### src/rtl/mdu_iter.sv
// rtl/mdu_iter.sv - iterative MULT/MULTU/DIV/DIVU unit with HI/LO registers
module mdu_iter #(
    parameter int WIDTH = 32
) (
    input  logic             clk,
    input  logic             rst,
    input  logic             start,
    input  logic [1:0]       op,
    input  logic [WIDTH-1:0] a,
    input  logic [WIDTH-1:0] b,
    input  logic             hi_we,
    input  logic             lo_we,
    input  logic [WIDTH-1:0] wdata,
    output logic             busy,
    output logic             done,
    output logic [WIDTH-1:0] hi,
    output logic [WIDTH-1:0] lo
);

    localparam int CW = $clog2(WIDTH);
    localparam logic [CW-1:0] LAST = CW'(WIDTH - 1);

    typedef enum logic [1:0] {IDLE, CALC, FIX} state_t;

    state_t           state;
    logic [CW-1:0]    cnt;
    logic             is_div;
    logic             sa;
    logic             sb;
    logic             bz;
    logic [WIDTH:0]   opd;
    logic [WIDTH:0]   rem;
    logic [WIDTH-1:0] q;

    logic             sgn;
    logic [WIDTH:0]   a_ext;
    logic [WIDTH:0]   b_ext;
    logic [WIDTH:0]   a_mag;
    logic [WIDTH:0]   b_mag;
    logic [WIDTH:0]   sum;
    logic [WIDTH:0]   shl;
    logic [WIDTH+1:0] diff;
    logic [2*WIDTH-1:0] prod;
    logic [2*WIDTH-1:0] prod_s;
    logic [WIDTH-1:0] quo_s;
    logic [WIDTH-1:0] rem_s;

    assign sgn   = ~op[0];
    assign a_ext = {sgn & a[WIDTH-1], a};
    assign b_ext = {sgn & b[WIDTH-1], b};
    assign a_mag = a_ext[WIDTH] ? -a_ext : a_ext;
    assign b_mag = b_ext[WIDTH] ? -b_ext : b_ext;

    // Multiply: {rem,q} is the product register; q starts as the multiplier and shifts right.
    assign sum  = rem + (q[0] ? opd : '0);

    // Divide: q starts as the dividend, shifts left collecting quotient bits.
    assign shl  = {rem[WIDTH-1:0], q[WIDTH-1]};
    assign diff = {1'b0, shl} - {1'b0, opd};

    assign prod   = {rem[WIDTH-1:0], q};
    assign prod_s = (sa ^ sb) ? -prod : prod;
    assign quo_s  = bz ? '1 : ((sa ^ sb) ? -q : q);
    assign rem_s  = sa ? -rem[WIDTH-1:0] : rem[WIDTH-1:0];

    always_ff @(posedge clk or posedge rst) begin
        if (rst) begin
            state  <= IDLE;
            cnt    <= '0;
            is_div <= 1'b0;
            sa     <= 1'b0;
            sb     <= 1'b0;
            bz     <= 1'b0;
            opd    <= '0;
            rem    <= '0;
            q      <= '0;
            busy   <= 1'b0;
            done   <= 1'b0;
            hi     <= '0;
            lo     <= '0;
        end else begin
            done <= 1'b0;
            case (state)
                IDLE: begin
                    if (start) begin
                        state  <= CALC;
                        busy   <= 1'b1;
                        cnt    <= '0;
                        is_div <= op[1];
                        sa     <= sgn & a[WIDTH-1];
                        sb     <= sgn & b[WIDTH-1];
                        bz     <= op[1] & (b == '0);
                        opd    <= op[1] ? b_mag : a_mag;
                        q      <= op[1] ? a_mag[WIDTH-1:0] : b_mag[WIDTH-1:0];
                        rem    <= '0;
                    end else begin
                        if (hi_we) hi <= wdata;
                        if (lo_we) lo <= wdata;
                    end
                end
                CALC: begin
                    if (is_div) begin
                        rem <= diff[WIDTH+1] ? shl : diff[WIDTH:0];
                        q   <= {q[WIDTH-2:0], ~diff[WIDTH+1]};
                    end else begin
                        rem <= {1'b0, sum[WIDTH:1]};
                        q   <= {sum[0], q[WIDTH-1:1]};
                    end
                    if (cnt == LAST) begin
                        cnt   <= '0;
                        state <= FIX;
                    end else begin
                        cnt <= cnt + 1'b1;
                    end
                end
                FIX: begin
                    if (is_div) begin
                        hi <= rem_s;
                        lo <= quo_s;
                    end else begin
                        hi <= prod_s[2*WIDTH-1:WIDTH];
                        lo <= prod_s[WIDTH-1:0];
                    end
                    busy  <= 1'b0;
                    done  <= 1'b1;
                    state <= IDLE;
                end
                default: state <= IDLE;
            endcase
        end
    end

endmodule

### config.mk
export PLATFORM = sky130hd
export DESIGN_NAME = mdu_iter
export DESIGN_NICKNAME = d
export VERILOG_FILES = /design/src/rtl/mdu_iter.sv
export SDC_FILE = /design/constraint.sdc
export NUM_CORES = 1
export LEC_CHECK = 0
export CELL_PAD_IN_SITES_DETAIL_PLACEMENT = 1
export CELL_PAD_IN_SITES_GLOBAL_PLACEMENT = 1
export CORE_MARGIN = 4
export CORE_UTILIZATION = 40
export DETAILED_ROUTE_END_ITERATION = 10
export DONT_BUFFER_PORTS = 1
export HOLD_SLACK_MARGIN = 0.05
export PLACE_DENSITY = 0.71
export SKIP_LAST_GASP = 1
export SYNTH_ARGS = -nofsm -noshare
export SYNTH_HDL_FRONTEND = slang
export SYNTH_SLANG_ARGS = --single-unit
### constraint.sdc
create_clock -name clk -period 12.9 [get_ports clk]
set_input_delay 1.935 -clock clk [delete_from_list [all_inputs] [get_ports clk]]
set_output_delay 1.935 -clock clk [all_outputs]
set_load 0.01 [all_outputs]
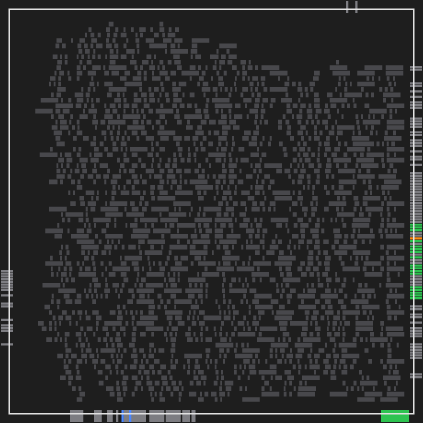
io_placement.png
(2 px per micron) Pins as bars across the die edge, other pins in grey.
colour	port	pins	direction	edge
blue	op	2	input	south
orange	start	1	input	east
green	lo	32	output	17 east, 15 south
all pins by edge	86 east, 65 south, 16 west, 2 north

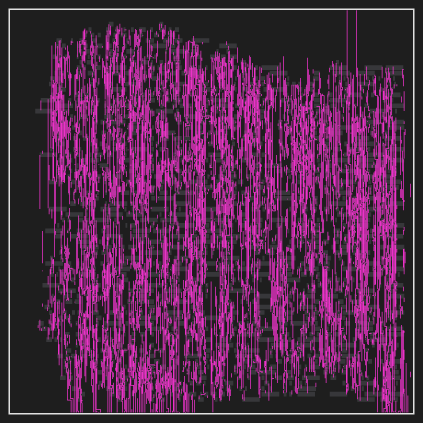
layer_met2.png
(2 px per micron) Cells faint in the background.
main direction	vertical
nets with wire on the layer	1754
GR Layer Usage met2: 46.88%
routed via count: 14.85k

==> metrics.yaml <==
outcome:
  outcome: "completed"
critical_path:
  start_kind: "flip-flop"
  crit_slowest_cell: "a2111oi_0"
  cp.required_ns: 13.19
  crit_arrival_ns: 4.73
  r2r_setup_slack_ns: 8.46
  reg2reg_from: "rem[17]$_DFFE_PP0P_"
  criticalPathCategory: "flip-flop to flip-flop"
  crit_fanout: 16
  reg2reg_to: "rem[25]$_DFFE_PP0P_"
  max_stage_delay_ns: 0.70
  ff2ff_path_depth: 9
  cp_cell_sequence: "ha_1 > nand4_1 > a2111oi_0 > a21oi_1 > o31a_1 > nor2_2 > buf_4 > mux2i_1 > o221ai_1"
timing:
  timing.hold.ws_ns: 0.4918
  slew_headroom_pct: 19.45
  setup_tns_ns: 0
  post-route-period-util_pct: 34.44
  period_needed_ns: 4.442
  fin_ws_ns: 8.458
  tightest_slew_ns: 1.207
  finalHoldViolations: 0
  report.final.slew_viol_count: 0
  skew_ns: 0.01051
  setup-violations-final: 0
  timing.fmax_ghz: 0.2251
cells_and_area:
  n_clock_buffer: 18
  fin_util_pct: 43.12
  logic_area_sq_um: 9912
  register_area_sq_um: 4380
  signal_buffers: 20
  fin_area_sq_um: 15860
  diodes: 6
  clk_share_pct: 3.526
  area_growth_syn_to_layout_pct: 5.862
  ff_count: 175
  final_nets: 2030
  largestClassByArea: "combinational gates"
  multiInputCombCellCount: 1572
  fillers: 4481
  seq_share_pct: 27.61
  n_all_inverters: 68
  comb-cell-share_pct: 62.49
  instances_no_fill: 2341
  nonClkBufAreaFrac_pct: 0.9465
clock_network:
  clk_pin_slew_ns: 0.07
  cts_tree: "built"
  clockBufferDepth: 2
  clock_latency_ns: 0.46
  cts_resized: 0
  clock-sinks: 175
  cts_setup_buffers: 0
  ctsHoldBuffers: 0
  cts_max_level: 4
  cts-buffers-inserted: 17
yosys:
  yosys_cells: 1934
  postSynthSeqShare_pct: 29.23
  yosysWarnings: 0
  yosysTopAreaCell: "dfrtp_1"
  synth.distinct_cells: 76
  syn-num-nets: 2110
  syn-cell-area_sq_um: 14980
  yosys_register_bits: 175
  ys_sh_mux_pct: 4.701
  syn_avg_cell_area_sq_um: 7.748
  top_cells_by_count: "209 x o21ai_0, 206 x nand2_1, 195 x nor2_1"
  top_cell_area_share_pct: 29.23
  ys_async_sr_fraction_pct: 100.0
  synthCells: 1934
  flop_cell: "dfrtp_1"
  yosys-top-cells-area: "dfrtp_1 29%, o21ai_0 7.0%, a21oi_1 6.0%, ha_1 5.9%, xnor2_1 5.7%"
  most_common_cell: "o21ai_0"
  ys_sh_xor_pct: 10.11
  synthAdderAreaFrac_pct: 6.196
  edf_count: 0
  simple_gate_area_share_pct: 19.00
  synthTopLogicFamily: "AND-OR/OR-AND gates"
min_path:
  hp-class: "flip-flop to flip-flop"
  min_path_cells: 2
  hp-start: "opd[2]$_DFFE_PP0P_"
place:
  dp_cells: 2303
  port_buffers: 0
  gp_congestion: 0.9206
  dpl_cell_area_sq_um: 15290
  dp_hpwl_mm: 45.42
power_and_ir_drop:
  p_switching_mw: 2.718
  p_per_area_nw_per_um2: 322.8
  pg_comb_mw: 3.29
  fin_total_pwr_mw: 5.120
  power_frac_comb_pct: 64.3
  clockPowerShare_pct: 10.2
  switching_share_pct: 53.08
  maxPowerGroup: "combinational cells"
  p_int_mw: 2.402
  cellLeakagePower_nw: 6.552
  vdd_ir_drop_max_v: 0.0001366
  powerClk_mw: 0.520
floorplan:
  die_h_microns: 201.6
  coreArea_sq_um: 36790
  std_cell_rows: 70
  fp_util_pct: 40.73
  ios: 169
  nWellTaps: 468
  die_w_microns: 201.6
global_routing:
  grt_pass1_wl_mm: 90.61
  gr-total-overflow: 0
  grt_max_degree: 93
  antenna_found_initial: 2
  grt_pass1_vias: 14892
job:
  warning_count: 26
  cap_violations: 0
routing:
  drc: 0
  dr.pass1.iters: 6
  drt-initial-drc-count: 1194
  ant_nets: 0
  avgViaCountPerCell: 6.344
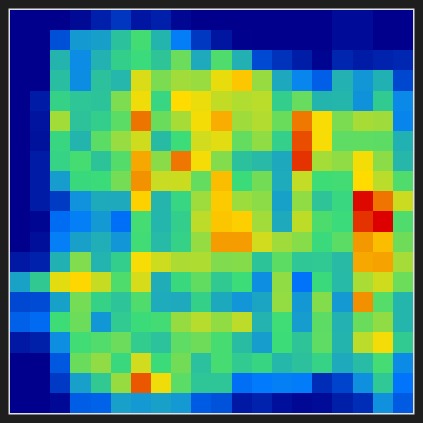
metal_density.png
(2 px per micron) 20 x 20 tiles, from dark blue (low) to red (high), scaled to the fullest tile. Values are wire area over tile area, all layers added.
nearly empty tiles	11%
fullest tile	0.58
tiles over half the peak	39%
mean over tiles	0.24
GRT Resource Usage Total: 28.27%
final wirelength: 59.35 mm
routed len/inst: 25.35 microns

[worst max path at each step]
| stage | start | end | slack [ns] | cells after the start |
|---|---|---|---|---|
| finish | rem[17]$_DFFE_PP0P_ | rem[25]$_DFFE_PP0P_ | 8.46 | 9 |
| floorplan | rst | busy$_DFFE_PP0P_ | 6.22 | 1 |
| global placement | a[4] | opd[26]$_DFFE_PP0P_ | 8.34 | 8 |
| global route | rem[17]$_DFFE_PP0P_ | rem[25]$_DFFE_PP0P_ | 8.09 | 9 |
| detailed placement | b[10] | q[30]$_DFFE_PP0P_ | 8.21 | 9 |
| CTS | rem[19]$_DFFE_PP0P_ | rem[25]$_DFFE_PP0P_ | 8.49 | 9 |
[state kept, by name, summed over array words and instances, names as in the netlist]
signal,count
is_div,1
sa,1
sb,1
opd,33
state,2
bz,1
busy,1
cnt,5
q,32
hi,32
rem,33
lo,32
done,1
[cell usage in the layout (no fill, tap or decap), types with 47 or more instances in the layout]
master   synthesis  routed
inv_1           68      66
xnor2_1         97      97
a21oi_1        179     179
ha_1            71      71
nor3_1          47      47
nand2_1        206     206
mux2i_1         58      58
o21ai_0        209     209
dfrtp_1        175     174
xor2_1          76      76
nor2_1         195     192
[layer usage]
layer	GRT usage, %	share of wire [%]	vias up
met5	0	0	-
met4	10.72	4.1	0
met3	5.415	6.8	113
met2	46.88	46	518
met1	36.64	43	7434
li1	-	-	6787
[critical path, delay by kind of cell (launching register included)]
family          cells  cell delay (ns)
compound gates      4             1.64
simple gates        2             0.86
flops               1             0.56
fa+ha+maj           1             0.52
buf+inv             1             0.42
mux                 1             0.24
